[src/rtl/xadc_temp_reader.sv]
// XADC on-die temperature reader: waits for end-of-conversion, reads the temperature
// status register over DRP, averages 2^AVG_LOG2 samples and flags per-sample timeouts.
module xadc_temp_reader #(
  parameter bit          Simulacion  = 1'b0,
  parameter int          AVG_LOG2    = 2,
  parameter int          TIMEOUT_CYC = 1000,
  parameter logic [15:0] SIM_TEMP    = 16'hA000
) (
  input  logic        clk,
  input  logic        reset,
  input  logic        req,
  output logic [15:0] XADC_data,
  output logic        XADC_ready,
  output logic        busy,
  output logic        timeout_err,
  input  logic        eoc,
  output logic        drp_den,
  output logic        drp_dwe,
  output logic [6:0]  drp_daddr,
  output logic [15:0] drp_di,
  input  logic [15:0] drp_do,
  input  logic        drp_drdy
);

  localparam int          ACC_W     = 16 + AVG_LOG2;
  localparam logic [4:0]  N_SAMPLES = 5'(1 << AVG_LOG2);
  localparam logic [31:0] TMO_LOAD  = 32'(TIMEOUT_CYC);

  typedef enum logic [2:0] {IDLE, WAIT_EOC, DRP_RD, WAIT_DRDY, DONE} state_t;

  state_t             state_q;
  logic [ACC_W-1:0]   acc_q, acc_d;
  logic [4:0]         cnt_q, cnt_d;
  logic [31:0]        tmo_q, tmo_d;
  logic [15:0]        data_q;
  logic               ready_q, busy_q, terr_q, den_q;
  logic               eoc_s, drdy_s, tmo_last_s;
  logic [15:0]        sample_s;

  assign XADC_data   = data_q;
  assign XADC_ready  = ready_q;
  assign busy        = busy_q;
  assign timeout_err = terr_q;
  assign drp_den     = den_q;
  assign drp_dwe     = 1'b0;
  assign drp_daddr   = 7'h00;
  assign drp_di      = 16'h0000;

  // In simulation mode every wait is satisfied on its first cycle with SIM_TEMP as data.
  always_comb begin
    eoc_s      = Simulacion ? 1'b1 : eoc;
    drdy_s     = Simulacion ? 1'b1 : drp_drdy;
    sample_s   = Simulacion ? SIM_TEMP : drp_do;
    acc_d      = acc_q + ACC_W'(sample_s);
    cnt_d      = cnt_q + 5'd1;
    tmo_d      = tmo_q - 32'd1;
    tmo_last_s = (tmo_q <= 32'd1);
  end

  always_ff @(posedge clk) begin
    if (!reset) begin
      state_q <= IDLE;
      acc_q   <= '0;
      cnt_q   <= 5'd0;
      tmo_q   <= 32'd0;
      data_q  <= 16'h0000;
      ready_q <= 1'b0;
      busy_q  <= 1'b0;
      terr_q  <= 1'b0;
      den_q   <= 1'b0;
    end else begin
      ready_q <= 1'b0;
      den_q   <= 1'b0;
      case (state_q)
        IDLE: begin
          if (req) begin
            state_q <= WAIT_EOC;
            acc_q   <= '0;
            cnt_q   <= 5'd0;
            tmo_q   <= TMO_LOAD;
            terr_q  <= 1'b0;
            busy_q  <= 1'b1;
          end
        end
        // An event in the expiry cycle wins over the timeout.
        WAIT_EOC: begin
          if (eoc_s) begin
            state_q <= Simulacion ? WAIT_DRDY : DRP_RD;
            den_q   <= ~Simulacion;
            tmo_q   <= TMO_LOAD;
          end else if (tmo_last_s) begin
            state_q <= DONE;
            acc_q   <= '0;
            tmo_q   <= 32'd0;
            data_q  <= 16'hFFFF;
            terr_q  <= 1'b1;
            ready_q <= 1'b1;
            busy_q  <= 1'b0;
          end else begin
            tmo_q   <= tmo_d;
          end
        end
        DRP_RD: begin
          state_q <= WAIT_DRDY;
          tmo_q   <= TMO_LOAD;
        end
        WAIT_DRDY: begin
          if (drdy_s) begin
            acc_q <= acc_d;
            cnt_q <= cnt_d;
            if (cnt_d == N_SAMPLES) begin
              state_q <= DONE;
              data_q  <= 16'(acc_d >> AVG_LOG2);
              ready_q <= 1'b1;
              busy_q  <= 1'b0;
            end else begin
              state_q <= WAIT_EOC;
              tmo_q   <= TMO_LOAD;
            end
          end else if (tmo_last_s) begin
            state_q <= DONE;
            acc_q   <= '0;
            tmo_q   <= 32'd0;
            data_q  <= 16'hFFFF;
            terr_q  <= 1'b1;
            ready_q <= 1'b1;
            busy_q  <= 1'b0;
          end else begin
            tmo_q   <= tmo_d;
          end
        end
        DONE: begin
          state_q <= IDLE;
        end
        default: begin
          state_q <= IDLE;
          busy_q  <= 1'b0;
        end
      endcase
    end
  end

endmodule

[config.mk]
export PLATFORM = sky130hd
export DESIGN_NAME = xadc_temp_reader
export DESIGN_NICKNAME = d
export VERILOG_FILES = /design/src/rtl/xadc_temp_reader.sv
export SDC_FILE = /design/constraint.sdc
export NUM_CORES = 1
export LEC_CHECK = 0
export ABC_AREA = 1
export CAP_MARGIN = 10
export CORE_ASPECT_RATIO = 1.75
export CORE_MARGIN = 4
export CORE_UTILIZATION = 56
export CTS_CLUSTER_DIAMETER = 50
export DETAILED_ROUTE_END_ITERATION = 10
export PLACE_DENSITY = 0.81
export SLEW_MARGIN = 20
export SYNTH_ARGS = -nofsm -noshare
export SYNTH_HDL_FRONTEND = slang
export SYNTH_SLANG_ARGS = --single-unit
export TNS_END_PERCENT = 10
[constraint.sdc]
create_clock -name clk -period 2.5 [get_ports clk]
set_input_delay 0.375 -clock clk [delete_from_list [all_inputs] [get_ports clk]]
set_output_delay 0.375 -clock clk [all_outputs]
set_load 0.01 [all_outputs]
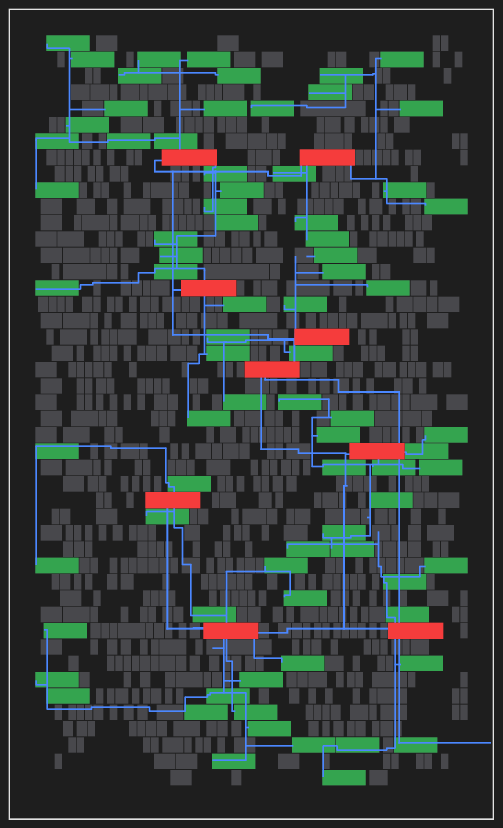
**Above:** clock network drawn from the DEF.
(6 px per um)
Key: red = clock-net drivers [count 9]; green = flip-flops [count 78]; blue = clock wires [length 1130 um]
Position of the flops: all over the die. There are 10 routed clock nets.

==> ci_impl_report.md <==
### Metrics collected by this job

| Metric | Value |
|---|---|
| YS chip area | roughly 0.0051 sq mm |
| Chip footprint | around 0.011 sq mm |
| Cell Type Count | 39 |
| WL/cell | 15.45 um |
| Total wire length | between 15000 and 20000 um |
| Log Warnings | 27 |
| Die Ht | 134.7 um |
| Avg Vias per Cell | about 5.4 |
| Asr flop ratio synth | 0 |
| Ys flop type | dfxtp_1 |
| Largest net degree at the start of global routing | 32 |
| CP cell instances | clkdlybuf4s50_1 > ha_1 > nand2_1 > nor2_1 > nand3_1 > nand3_1 > nand2_1 > nand3_1 > nand2_1 > nand2_1 > nand2_1 > a21oi_1 |
| Crit-path max cell delay | approximately 400 ps |
| Post-layout nets | ~900 |
| Detailed Place HPWL | approximately 11000 um |
| Outcome | finished clean |
| Number of diodes | 0 |
| Drt pass-1 iters | 5 |
| Layout cells sized above 1 | 0.08246 |
| Pwr dens | approximately 630 mW/mm^2 |
| Max-slew violations | 0 |
| Yosys warns | 0 |
| CP startpoint kind | input port |
| CTS max path bufs | 2 |
| Min Clock Period, post-route | ~2200 ps |
| CTS Buf Count | 9 |
| Antenna Violating Nets Remaining | 0 |
| Vias | 5329 |
| Final Hold Viols | 0 |
| Setup Buffers After CTS | 0 |
| Crit path top cell by count | nand2_1 |
| CP Capture Type | flop |
| Cell count listed in synth_stat.txt | ~800 |
| Most frequent cells in the layout | nand2_1, nor2_1, inv_1, dfxtp_1, nand3_1 |
| I/O Pins | between 60 and 70 |
| Hold-fix buffers, CTS | 0 |
| Most frequent logic cell in the layout | nand2_1 |
| First-pass GRT wire length | about 24000 um |
| Max Cap Viol | 0 |
| Number of clock sinks | 78 |
| Worst path slowest cell | clkdlybuf4s50_1 |
| Worst EP arrival | 2480 ps |
| CTS tree | done |
| Flops after synth | around 80 |
| Worst min path class | flop to flop |
| Skew final | between 7 and 8 ps |
| Pre-CTS WS | approximately 26 ps |
| Leak | around 0.0029 uW |
| Worst-path fanout max | 4 |
| Post-synth EDFFs | 0 |
| Setup TNS | 0 ps |
| DRT iter0 DRCs | around 300 |
| Gr usage total | 0.2910 |
| Post-synthesis sequential area ratio | 0.3038 |
| Setup CP Type | input port to flop |
| Clk ins delay skew pair | approximately 350 ps |
| Vias in the first global route | 5157 |
| Row count | 46 |
| Peak supply drop | slightly below 0.4 mV |
| Final worst slack | ~300 ps |
| Area Overhead vs Synth | 16.58% |
| Clk slew on worst S/H paths | approximately 70 ps |
| GPL Wtd Cong | between 0.9 and 1 |
| Htree depth | 3 |
| Syn Area/Cell | around 6.4 sq um |
| Post-Synthesis Cells | approximately 810 |
| Tcrit/Tclk final | 0.8830 |
| Cts repair resizes | 0 |
| Required @ worst endpoint | between 2000 and 3000 ps |
| Post-synthesis cell area | 0.005140 sq mm |
| FP Util | 0.5688 |
| Total gr overflow | 0 |
| Port buffer count | around 40 |
| Antenna violations before repair | 0 |
| Fmax | between 0.4 and 0.5 GHz |
| Final setup viols | 0 |
| Core Box Area | roughly 0.0090 sq mm |
| RSZ-0062 raised after global routing | no |
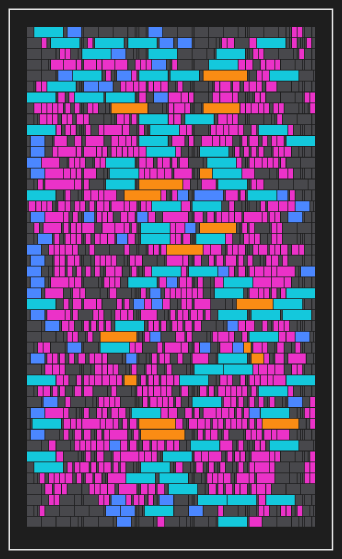
**Above:** cell classes on the final placement.
(4 px per um) Fill, decap, tap and diode cells in grey.
Key: blue = remaining buffers and delay cells [cells 59]; cyan = registers [cells 78]; magenta = remaining logic cells [cells 708]; orange = clock drivers and dummy loads [cells 16]
Finished Core Util: 0.6631
flop share of the area: 0.2606

==> layer usage <==
layer / wire length (um) / global-route usage / part of all wire
met3: 773 / 0.05407 / 0.051
met5: 0 / 0 / 0
met2: 8292 / 0.5392 / 0.55
met1: 5180 / 0.2795 / 0.34
met4: 915 / 0.1992 / 0.060
==> cells by family (layout without fill, tap and decap cells) <==
group / after synthesis / count (layout) / synth area share
flops: 78 / 78 / 0.3038
other cells: 1 / 24 / 0.0007296
compound gates: 107 / 107 / 0.1151
buf+inv: 132 / 165 / 0.1215
fa+ha+maj: 20 / 20 / 0.05015
simple gates: 448 / 448 / 0.3763
xor+xnor: 19 / 19 / 0.03238
==> through the flow <==
| step | total power (uW) | cell area, sq um | hold WS (ps) | cells | utilization |
|---|---|---|---|---|---|
| finish | 3781 | 5992 | 459.3 | 981 | 0.6631 |
| global route | 3953 | 5992 | 502.7 | 981 | 0.6631 |
| CTS | 3768 | 5992 | 465.3 | 981 | 0.6631 |
| detailed placement | 2235 | 5645 | 455.6 | 965 | 0.6248 |
| global placement | 2217 | 5645 | 446.0 | 965 | 0.6248 |
| floorplan | 1994 | 5226 | 444.0 | 828 | - |
==> worst max-delay path, delay by kind of cell <==
kind / cells / cell delay, ps
buffers and inverters: 1 / 410
adder cells (fa/ha/maj): 1 / 390
AND-OR/OR-AND: 1 / 170
AND/OR/NAND/NOR: 9 / 1130
==> flip-flops by register name, indices dropped and copies added (netlist names) <==
register	cells
busy	1
XADC_data	16
drp_den	1
cnt_q	5
tmo_q	32
state_q	3
timeout_err	1
XADC_ready	1
acc_q	18
==> cells in the mapped netlist (2+ instances only) <==
cell / instances / area share
nand2_4: 2 / 0.0044
clkbuf_1: 9 / 0.0066
nor2_1: 114 / 0.083
or2_2: 4 / 0.0049
inv_2: 8 / 0.0058
xnor2_1: 9 / 0.015
nand4_1: 12 / 0.015
o21bai_1: 3 / 0.0044
nand3_1: 57 / 0.056
a21oi_1: 56 / 0.055
a211oi_1: 3 / 0.0044
ha_1: 19 / 0.046
inv_1: 82 / 0.060
xor2_1: 10 / 0.017
dfxtp_1: 78 / 0.30
nor3b_2: 2 / 0.0049
buf_2: 4 / 0.0039
nor3_2: 2 / 0.0039
nand2_1: 223 / 0.16
nor3_1: 14 / 0.014
o221ai_1: 6 / 0.010
nor2_2: 6 / 0.0073
nor2_4: 3 / 0.0066
buf_6: 4 / 0.0088
nand2_2: 5 / 0.0061
buf_4: 25 / 0.037
o21ai_0: 33 / 0.032
==> layout make-up <==
type | instances | area [sq um]
clock buffer | 9 | 225.2
clock inverter | 7 | 121.4
fill | 843 | 3044
inverter | 90 | 337.8
multi-input combinational | 618 | 3040
sequential | 78 | 1562
tap | 120 | 150.1
timing repair buffer | 59 | 555.5
==> power breakdown <==
part	switching, uW	internal [uW]
Sequential	65.5	1300
Combinational	563	301
Clock	568	981
==> path summary, 6_finish.rpt <==
kind	start	end	slack, ps	cells after the start
worst min-delay path	timeout_err	timeout_err	460	2
worst max register to register	tmo_q[0]	XADC_data[15]	320	12
worst min register to register	timeout_err	timeout_err	460	2
worst max-delay path	drp_do[8]	acc_q[11]	290	12
Power and IR drop assume default switching activity.
